**M3 wires**

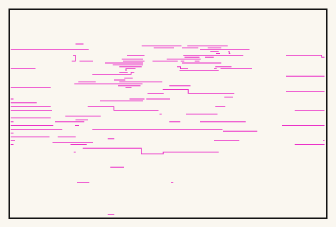
**Pin placement**

Pins as bars across the die edge, other pins in grey.
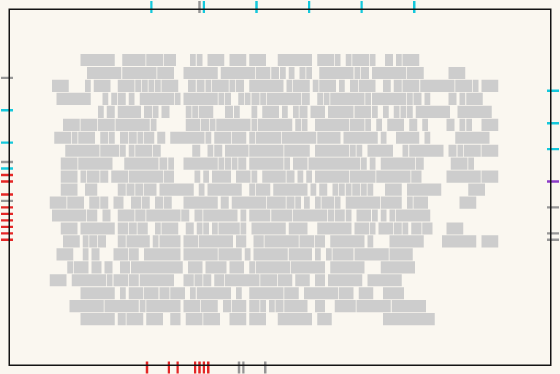
[src/rtl/loctag_pkg.sv]
// Shared ADC frame geometry and emulator FSM states, also used by the ADC reader.
package loctag_pkg;

  localparam int ADC_FRAME_BITS = 16;
  localparam int ADC_DATA_BITS  = 12;

  typedef enum logic [1:0] {
    IDLE  = 2'd0,
    SHIFT = 2'd1,
    DONE  = 2'd2
  } adc_state_t;

endpackage

[src/rtl/adc_emu_sync_edge.sv]
// Synchronizes one asynchronous pin and emits registered single-cycle rise/fall pulses.
module sync_edge #(
  parameter int   STAGES    = 2,
  parameter logic RESET_VAL = 1'b0
) (
  input  logic clk,
  input  logic reset,
  input  logic din,
  output logic rise,
  output logic fall
);

  logic [STAGES-1:0] chain;
  logic              prev;
  logic [STAGES:0]   settle;

  // Edges stay masked until the chain has flushed after reset, so a pin that
  // already differs from RESET_VAL is not reported as a fresh edge.
  always_ff @(posedge clk) begin
    if (reset) begin
      chain  <= {STAGES{RESET_VAL}};
      prev   <= RESET_VAL;
      settle <= '0;
      rise   <= 1'b0;
      fall   <= 1'b0;
    end else begin
      chain  <= (chain << 1) | STAGES'(din);
      prev   <= chain[STAGES-1];
      settle <= {settle[STAGES-1:0], 1'b1};
      rise   <= settle[STAGES] & chain[STAGES-1] & ~prev;
      fall   <= settle[STAGES] & ~chain[STAGES-1] & prev;
    end
  end

endmodule

[src/rtl/adc_emu.sv]
// Serial ADC emulator: shifts a zero-padded sample out on adc_so under reader-driven CS/SCLK.
module adc_emu
  import loctag_pkg::*;
#(
  parameter int DATA_BITS   = ADC_DATA_BITS,
  parameter int LEAD_ZEROS  = ADC_FRAME_BITS - ADC_DATA_BITS,
  parameter int SYNC_STAGES = 2
) (
  input  logic                 clk,
  input  logic                 reset,
  input  logic                 adc_cs,
  input  logic                 adc_clk,
  output logic                 adc_so,
  input  logic [DATA_BITS-1:0] sample_data,
  input  logic                 sample_valid,
  output logic                 sample_ready,
  output logic                 busy,
  output logic                 frame_done,
  output logic                 frame_abort,
  output logic                 underrun,
  output logic [15:0]          frame_count
);

  localparam int FRAME_BITS = LEAD_ZEROS + DATA_BITS;
  localparam int CNT_W      = $clog2(FRAME_BITS + 1);

  adc_state_t            state, next_state;
  logic                  cs_rise, cs_fall, clk_fall, clk_rise_unused;
  logic                  hold_full, transfer;
  logic                  start_evt, done_evt, abort_evt, shift_evt;
  logic [DATA_BITS-1:0]  hold_data, last_sample, load_value;
  logic [FRAME_BITS-1:0] load_frame, shreg;
  logic [CNT_W-1:0]      bit_cnt;
  logic [15:0]           count_q;

  sync_edge #(.STAGES(SYNC_STAGES), .RESET_VAL(1'b1)) u_cs_sync (
    .clk   (clk),
    .reset (reset),
    .din   (adc_cs),
    .rise  (cs_rise),
    .fall  (cs_fall)
  );

  // The reader samples on rising SCLK edges, so only falling edges advance the frame.
  sync_edge #(.STAGES(SYNC_STAGES), .RESET_VAL(1'b0)) u_clk_sync (
    .clk   (clk),
    .reset (reset),
    .din   (adc_clk),
    .rise  (clk_rise_unused),
    .fall  (clk_fall)
  );

  assign sample_ready = ~hold_full;
  assign transfer     = sample_valid & sample_ready;
  assign load_value   = hold_full ? hold_data : (transfer ? sample_data : last_sample);
  assign load_frame   = FRAME_BITS'(load_value);
  assign frame_count  = count_q;

  always_ff @(posedge clk) begin
    if (reset) state <= IDLE;
    else       state <= next_state;
  end

  // CS rise wins over a coincident SCLK fall, so that case resolves as an abort.
  always_comb begin
    next_state = state;
    unique case (state)
      IDLE:    if (cs_fall) next_state = SHIFT;
      SHIFT: begin
        if (cs_rise)
          next_state = IDLE;
        else if (clk_fall && bit_cnt == CNT_W'(FRAME_BITS))
          next_state = DONE;
      end
      DONE:    if (cs_rise) next_state = IDLE;
      default: next_state = IDLE;
    endcase
  end

  always_comb begin
    busy      = (state != IDLE);
    start_evt = (state == IDLE) && cs_fall;
    done_evt  = (state == SHIFT) && (next_state == DONE);
    abort_evt = (state == SHIFT) && (next_state == IDLE);
    shift_evt = (state == SHIFT) && (next_state == SHIFT) && clk_fall;
  end

  // bit_cnt counts frame bits already presented on adc_so.
  always_ff @(posedge clk) begin
    if (reset) begin
      hold_full   <= 1'b0;
      hold_data   <= '0;
      last_sample <= '0;
      shreg       <= '0;
      bit_cnt     <= '0;
      adc_so      <= 1'b0;
      count_q     <= '0;
      frame_done  <= 1'b0;
      frame_abort <= 1'b0;
      underrun    <= 1'b0;
    end else begin
      frame_done  <= done_evt;
      frame_abort <= abort_evt;
      underrun    <= start_evt && !hold_full && !transfer;
      if (done_evt)
        count_q <= count_q + 16'd1;

      if (start_evt) begin
        last_sample <= load_value;
        hold_full   <= 1'b0;
      end else if (transfer) begin
        hold_data <= sample_data;
        hold_full <= 1'b1;
      end

      if (start_evt) begin
        adc_so  <= load_frame[FRAME_BITS-1];
        shreg   <= load_frame << 1;
        bit_cnt <= CNT_W'(1);
      end else if (shift_evt) begin
        adc_so  <= shreg[FRAME_BITS-1];
        shreg   <= shreg << 1;
        bit_cnt <= bit_cnt + CNT_W'(1);
      end else if (next_state != SHIFT) begin
        adc_so <= 1'b0;
      end
    end
  end

endmodule

[config.mk]
export PLATFORM = sky130hd
export DESIGN_NAME = adc_emu
export DESIGN_NICKNAME = d
export VERILOG_FILES = /design/src/rtl/loctag_pkg.sv /design/src/rtl/adc_emu_sync_edge.sv /design/src/rtl/adc_emu.sv
export SDC_FILE = /design/constraint.sdc
export NUM_CORES = 1
export LEC_CHECK = 0
export ABC_AREA = 0
export ABC_CLOCK_PERIOD_IN_PS = 3620
export CORE_ASPECT_RATIO = 0.6
export CORE_MARGIN = 8
export CORE_UTILIZATION = 60
export CTS_CLUSTER_DIAMETER = 50
export DETAILED_ROUTE_END_ITERATION = 7
export GPL_TIMING_DRIVEN = 0
export PLACE_DENSITY = 0.92
export SLEW_MARGIN = 25
export SYNTH_ARGS = -nofsm -noshare
export SYNTH_HDL_FRONTEND = slang
export SYNTH_HIERARCHICAL = 1
export SYNTH_SLANG_ARGS = --single-unit
[constraint.sdc]
create_clock -name clk -period 3.62 [get_ports clk]
set_input_delay 0.362 -clock clk [delete_from_list [all_inputs] [get_ports clk]]
set_output_delay 0.362 -clock clk [all_outputs]
set_load 0.005 [all_outputs]
==> qor.csv <==
metric;value;unit
Setup Viol. Count Final;0;
largest net degree at the start of global routing;21;
DR vias/cell;5.79;
final instance area;4140;um^2
Internal Dissipation;1460;uW
Crit Path Max Fanout;20;
nets;447;
outcome;finished, final reports clean;
GRT Resource Usage Total;0.216;
syn_nets;399;
Std-Cell Rows;21;
hold path start;u_cs_sync/chain[0]$_SDFF_PP1_;
crit-path max cell delay;790;ps
Max Clock Freq;488;MHz
Core Area;5540;um^2
R2R cell count;7;
WL per Instance;16.8;um
Synth Instances;379;
Residual DRC;0;
MaxCap Viol Count;0;
sequential share of power;0.500;
P&R area growth vs syn;21.2;%
GRT overflow;0;
TritonRoute pass-1 iters;7;
Notes on 'M3 wires' above:
The longest straight run is 46.5 um. 68 nets have wire on it. The wires run mostly horizontal.
final WL: 8610 um
met3 Usage GRT: 0.0786
via count: 2963

Notes on 'pin placement' above:
Purple shows underrun, pins 1, direction output, edge east. Red shows frame_count, pins 16, direction output, edge 9 west, 7 south. Cyan shows sample_data, pins 12, direction input, edge 6 north, 3 west, 3 east.
All pins by edge: 15 west, 10 south, 7 east, 7 north.
die width: 113 um
input/output buffers: 37
Chip Height: 74.4 um

worst max-delay path, delay by kind of cell:
family                 cells  cell delay [ps]
buffers and inverters      3             1800
and+or+nand+nor            1              120
layer usage:
layer  global-route usage  vias to the layer above  share of wire
met4               0.0850                        0          0.016
met2                0.351                      167           0.46
met3               0.0786                       17           0.10
met5                    0                        -              0
met1                0.260                     1390           0.42
li1                     -                     1389              -
cell usage in the layout (no fill, tap or decap), types with 3 or more instances in the layout:
master,count
dfxtp_1,82
nand2_1,71
nor2_1,39
clkdlybuf4s50_1,37
a21oi_1,27
mux2i_1,25
o21ai_0,18
clkbuf_8,11
inv_1,9
xor2_1,9
clkbuf_1,8
buf_2,7
nand3_1,7
nand4_1,7
or3_1,7
and2b_2,7
a311oi_1,6
a311oi_2,5
or2_2,4
and4bb_2,4
buf_6,3
and2_1,3
and3_1,3
buf_1,3
ha_1,3
bufinv_16,3
registers in the layout, summed over array words and instances, names as in the netlist, 2 cells and up:
signal	cells
u_cs_sync/chain	2
hold_data	12
shreg	15
last_sample	12
frame_count	16
u_clk_sync/chain	2
u_clk_sync/settle	3
state	2
u_cs_sync/settle	3
bit_cnt	5
worst max-delay path by stage:
stage,start,end,depth (start not counted)
detailed placement,reset,hold_data[4]$_SDFFE_PP0P_,4
global route,reset,hold_data[6]$_SDFFE_PP0P_,4
CTS,reset,hold_data[4]$_SDFFE_PP0P_,4
global placement,reset,frame_done$_SDFF_PP0_,4
floorplan,bit_cnt[0]$_SDFFE_PP0P_,adc_so$_SDFFE_PP0P_,7
finish,reset,hold_data[4]$_SDFFE_PP0P_,4
power groups by stage:
stage	Sequential (uW)	Clock [uW]	Combinational (uW)
6_report	926	824	103
2_1_floorplan	944	0	60.3
3_3_place_gp	946	0	95.8
5_1_grt	928	860	111
3_5_place_dp	947	0	101
4_1_cts	926	829	102
through the flow:
stage	setup slack [ps]	cells	power, uW
2_1_floorplan	2000	379	1000
3_3_place_gp	1250	496	1040
3_5_place_dp	1230	496	1050
4_1_cts	1590	512	1860
5_1_grt	1420	512	1900
6_report	1570	512	1850
area by class of cell:
class                   instances  area share
plain buffers                  23      0.0303
repair buffers                 37      0.0896
multi-input cells             265       0.390
clock buffers                  11      0.0366
flip-flops and latches         82       0.397
inverters                       9     0.00817
well taps                      80      0.0242
clock inverters                 5      0.0242
Power is estimated from default activity; no workload was simulated.
